`src/rtl/proc_pkg.sv`:
```
// Shared processor constants and helpers: word/byte geometry and little-endian
// byte-lane extraction used by the memory-side pipeline blocks.
package proc_pkg;

  localparam int WORD_OFF   = 2;   // byte-offset bits inside a word
  localparam int BYTE_W     = 8;   // byte-lane width
  localparam int LANE_MAX_W = 64;  // widest data path byte_lane accepts

  // Little-endian lane select: off = 0 returns bits [7:0].
  function automatic logic [BYTE_W-1:0] byte_lane(input logic [LANE_MAX_W-1:0] word,
                                                  input logic [WORD_OFF-1:0]   off);
    return word[off*BYTE_W +: BYTE_W];
  endfunction

endpackage

```
`src/rtl/sb_match.sv`:
```
// Youngest-match priority search over the store-buffer entries, comparing word
// addresses only. Entries are visited oldest-to-youngest so the last hit wins.
module sb_match
  import proc_pkg::*;
#(
  parameter  int DEPTH  = 4,
  parameter  int ADDR_W = 32,
  localparam int PTR_W  = $clog2(DEPTH),
  localparam int WADR_W = ADDR_W - WORD_OFF
) (
  input  logic [DEPTH-1:0]             valid,
  input  logic [DEPTH-1:0][WADR_W-1:0] wadr,
  input  logic [PTR_W-1:0]             head,
  input  logic [WADR_W-1:0]            ld_wadr,
  output logic                         hit,
  output logic [PTR_W-1:0]             idx
);

  logic [PTR_W-1:0] slot;

  // NOTE: every variable written in an always_comb gets a default first, so no
  // path through the block leaves it holding a value (which would infer a latch).
  always_comb begin
    hit  = 1'b0;
    idx  = '0;
    slot = '0;
    for (int i = 0; i < DEPTH; i++) begin
      // DEPTH is a power of two, so truncating the sum wraps modulo DEPTH.
      slot = head + PTR_W'(i);
      if (valid[slot] && wadr[slot] == ld_wadr) begin
        hit = 1'b1;
        idx = slot;
      end
    end
  end

endmodule

```
`src/rtl/store_buffer.sv`:
```
// In-order store buffer between the M stage and the data cache, with
// load forwarding from the youngest word-address match.
module store_buffer
  import proc_pkg::*;
#(
  parameter int DEPTH  = 4,
  parameter int ADDR_W = 32,
  parameter int DATA_W = 32
) (
  input  logic                              clk,
  input  logic                              reset,
  input  logic                              st_valid,
  input  logic [ADDR_W-1:0]                 st_addr,
  input  logic [DATA_W-1:0]                 st_data,
  input  logic                              st_byte,
  output logic                              st_stall,
  input  logic                              ld_valid,
  input  logic [ADDR_W-1:0]                 ld_addr,
  input  logic                              ld_byte,
  output logic                              ld_hit,
  output logic [DATA_W-1:0]                 ld_data,
  output logic                              ld_conflict,
  output logic                              cache_wr,
  output logic [ADDR_W-1:0]                 cache_addr,
  output logic [DATA_W-1:0]                 cache_data,
  output logic                              cache_byte,
  input  logic                              cache_ready,
  output logic [$clog2(DEPTH+1)-1:0]        count,
  output logic                              empty
);

  localparam int PTR_W  = $clog2(DEPTH);
  localparam int CNT_W  = $clog2(DEPTH + 1);
  localparam int WADR_W = ADDR_W - WORD_OFF;

  logic [DEPTH-1:0]               valid_q;
  logic [DEPTH-1:0][WADR_W-1:0]   wadr_q;
  logic [DEPTH-1:0][WORD_OFF-1:0] off_q;
  logic [DEPTH-1:0][DATA_W-1:0]   data_q;
  logic [DEPTH-1:0]               byte_q;
  logic [PTR_W-1:0]               head, tail;

  logic enq, deq;

  assign st_stall   = (count == CNT_W'(DEPTH));
  assign empty      = (count == '0);
  assign cache_wr   = !empty;
  assign cache_addr = {wadr_q[head], off_q[head]};
  assign cache_data = data_q[head];
  assign cache_byte = byte_q[head];

  assign enq = st_valid && !st_stall;
  assign deq = cache_wr && cache_ready;

  // NOTE: sequential state uses non-blocking assignments so every flop samples
  // the pre-edge value of its neighbours, independent of statement order.
  always_ff @(posedge clk) begin
    if (reset) begin
      head    <= '0;
      tail    <= '0;
      count   <= '0;
      valid_q <= '0;
    end else begin
      if (enq) begin
        valid_q[tail] <= 1'b1;
        tail          <= tail + PTR_W'(1);
      end
      // Enqueue and retire never hit the same slot: that needs empty or full.
      if (deq) begin
        valid_q[head] <= 1'b0;
        head          <= head + PTR_W'(1);
      end
      unique case ({enq, deq})
        2'b10:   count <= count + CNT_W'(1);
        2'b01:   count <= count - CNT_W'(1);
        default: ;
      endcase
    end
  end

  // NOTE: the payload storage has no reset; the valid bits alone decide whether
  // a slot means anything, and leaving RAM-like arrays unreset keeps them cheap.
  always_ff @(posedge clk) begin
    if (enq && !reset) begin
      wadr_q[tail] <= st_addr[ADDR_W-1:WORD_OFF];
      off_q[tail]  <= st_addr[WORD_OFF-1:0];
      data_q[tail] <= st_data;
      byte_q[tail] <= st_byte;
    end
  end

  logic             m_hit;
  logic [PTR_W-1:0] m_idx;

  sb_match #(
    .DEPTH  (DEPTH),
    .ADDR_W (ADDR_W)
  ) u_match (
    .valid   (valid_q),
    .wadr    (wadr_q),
    .head    (head),
    .ld_wadr (ld_addr[ADDR_W-1:WORD_OFF]),
    .hit     (m_hit),
    .idx     (m_idx)
  );

  logic [DATA_W-1:0]   e_data;
  logic [WORD_OFF-1:0] e_off, l_off;

  assign e_data = data_q[m_idx];
  assign e_off  = off_q[m_idx];
  assign l_off  = ld_addr[WORD_OFF-1:0];

  always_comb begin
    ld_hit      = 1'b0;
    ld_conflict = 1'b0;
    ld_data     = '0;
    if (ld_valid && m_hit) begin
      if (!byte_q[m_idx]) begin
        ld_hit  = 1'b1;
        ld_data = ld_byte ? DATA_W'(byte_lane(LANE_MAX_W'(e_data), l_off)) : e_data;
      end else if (ld_byte && e_off == l_off) begin
        ld_hit  = 1'b1;
        ld_data = DATA_W'(e_data[BYTE_W-1:0]);
      end else begin
        // A byte store cannot supply a full word or a different byte lane.
        ld_conflict = 1'b1;
      end
    end
  end

endmodule
```
`config.mk`:
```
export PLATFORM = sky130hd
export DESIGN_NAME = store_buffer
export DESIGN_NICKNAME = d
export VERILOG_FILES = /design/src/rtl/proc_pkg.sv /design/src/rtl/sb_match.sv /design/src/rtl/store_buffer.sv
export SDC_FILE = /design/constraint.sdc
export NUM_CORES = 1
export LEC_CHECK = 0
export CAP_MARGIN = 40
export CORE_MARGIN = 5
export CORE_UTILIZATION = 45
export CTS_BUF_LIST = sky130_fd_sc_hd__clkbuf_2
export CTS_CLUSTER_DIAMETER = 30
export DETAILED_ROUTE_END_ITERATION = 8
export PLACE_DENSITY_LB_ADDON = 0.1
export RECOVER_POWER = 100
export SLEW_MARGIN = 20
export SYNTH_ARGS = -nofsm -noshare
export SYNTH_HDL_FRONTEND = slang
export SYNTH_SLANG_ARGS = --single-unit
export TNS_END_PERCENT = 1
```
`constraint.sdc`:
```
create_clock -name clk -period 10.1 [get_ports clk]
set_input_delay 2.02 -clock clk [delete_from_list [all_inputs] [get_ports clk]]
set_output_delay 2.02 -clock clk [all_outputs]
set_load 0.005 [all_outputs]
```
==> images/m1.png <==
Supply wires on this layer in grey. Cells faint in the background.
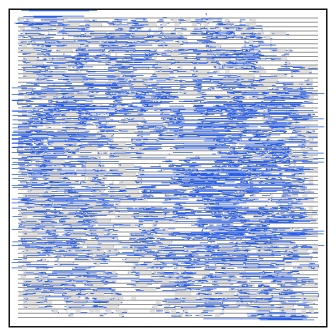
share of all routed wire: 41%
longest straight run: 56.1 um
nets with wire on the layer: 1455
wire length on this layer: 21.5 mm
routed wire length: 52.7 mm
global-route track usage on met1: 32.5%
via total after detailed routing: 11.9k

==> images/class_map.png <==
The bar under the picture is 50 um long.
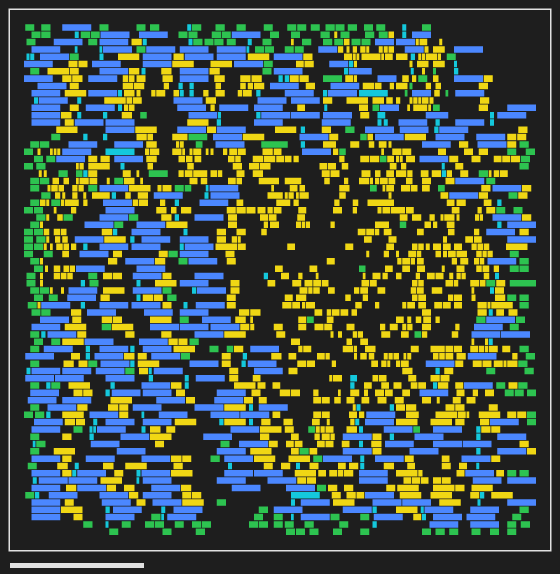
[clock drivers and dummy loads] cyan | cells: 141 | share of their area: 4.0%
[remaining logic cells] yellow | cells: 855 | share of their area: 41%
[remaining buffers and delay cells] green | cells: 234 | share of their area: 12%
[registers] blue | cells: 271 | share of their area: 42%
Site Rows: 70
placeable core region: 0.0363 mm2
utilization after layout: 53.9%
fraction of standard cell area that is sequential: 41.0%

==> tab_implementation.tex <==
% Auto-generated results table
\begin{tabular}{lr}
\hline
Metric & Value \\
\hline
\multicolumn{2}{l}{\textbf{Cells and area}} \\
\quad Fin cells & 1971 \\
\quad Area Overhead vs Synth & 19.4\% \\
\quad Most common cell after layout, fill and taps aside & edfxtp\_1 \\
\quad Multi-In Gates & 832 \\
\quad Non-clock inverters & 23 \\
\quad Top logic cells by instance count in the layout & edfxtp\_1, mux2i\_1, dlygate4sd3\_1 \\
\quad Clock distribution area overhead in the final layout & under 10\% \\
\multicolumn{2}{l}{\textbf{Global route}} \\
\quad Met3 usage & 5.91\% \\
\quad First-pass GRT wire length & 78.4 mm \\
\quad Overflow left after global routing & 0 \\
\multicolumn{2}{l}{\textbf{Route}} \\
\quad DR WL/cell & 26.8 um \\
\quad Final ANT Viol Nets & 0 \\
\quad Total met2 wirelength after detailed routing & roughly 25 mm \\
\quad Met3 routed WL & between 3 and 4 mm \\
\multicolumn{2}{l}{\textbf{Clock network}} \\
\quad Maximum count of clock buffers along a single path & 3 \\
\quad Clk pin slew, worst setup/hold paths & $\sim$100 ps \\
\quad TritonCTS clock tree & built \\
\quad Cell at the root of the clock tree & clkbuf\_2 \\
\multicolumn{2}{l}{\textbf{Pwr}} \\
\quad Total leakage power & approximately 6.7 nW \\
\quad Power per unit of standard cell area & about 220 mW/mm2 \\
\quad Total power consumption of the routed design & 4.29 mW \\
\quad Max IR drop VDD & 218 uV \\
\quad Power share of the combinational group & between 40\% and 50\% \\
\multicolumn{2}{l}{\textbf{Floorplan}} \\
\quad FP Util & between 40 and 50\% \\
\quad Number of placed I/O pins & $\sim$210 \\
\quad Well-tap cell count & $\sim$470 \\
\quad Die Height & 201 um \\
\multicolumn{2}{l}{\textbf{STA}} \\
\quad Headroom to the max-slew limit & -136\% \\
\quad Highest clock frequency the design can meet & just over 0.1 GHz \\
\quad Slew at the pin closest to its max-slew limit & roughly 3500 ps \\
\quad Setup total negative slack & 0 ps \\
\quad Setup slack of the critical path after layout & between 400 and 500 ps \\
\quad Max-slew violation count & approximately 220 \\
\multicolumn{2}{l}{\textbf{Worst setup path}} \\
\quad Worst Path Arrival & 7610 ps \\
\quad Crit-path max cell delay & about 740 ps \\
\quad Kind of capture point of the worst setup path & output port \\
\multicolumn{2}{l}{\textbf{Synthesis}} \\
\quad Post-synthesis share of cell area spent on xor and xnor gates & between 5 and 6\% \\
\quad Register bit total from synthesis & about 270 \\
\quad Primary flip-flop cell chosen by synthesis mapping & edfxtp\_1 \\
\quad Synth mux share & roughly 25\% \\
\quad Flip-flops with a built-in enable & $\sim$260 \\
\quad Number of cells produced by synthesis & 1217 \\
\quad Top non-seq family & multiplexers \\
\multicolumn{2}{l}{\textbf{Placement}} \\
\quad Routability Congestion & 1.04 \\
\quad Cell total after placement & approximately 1.8k \\
\quad Post-Place Setup Slack & between 700 and 800 ps \\
\multicolumn{2}{l}{\textbf{Status}} \\
\quad Outcome & complete, but fails checks \\
\quad Violated checks & max-capacitance violations, max-slew violations \\
\multicolumn{2}{l}{\textbf{Job}} \\
\quad Max cap viols & 6 \\
\quad Warning total across the stage logs & 35 \\
\hline
\end{tabular}
==> images/sizing.png <==
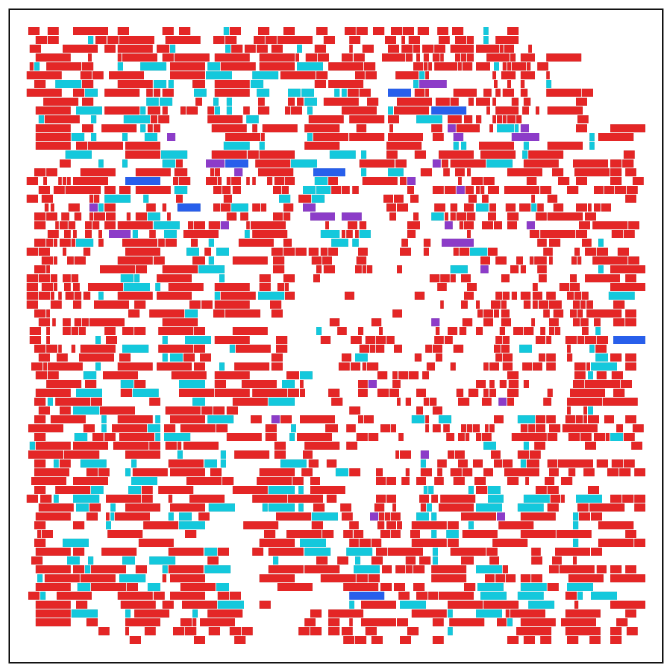
[x6 and larger] blue | cells: 8
[x1 and smaller] red | cells: 1214
[x2] cyan | cells: 251
[x3 and x4] purple | cells: 28

Power and IR drop assume default switching activity.
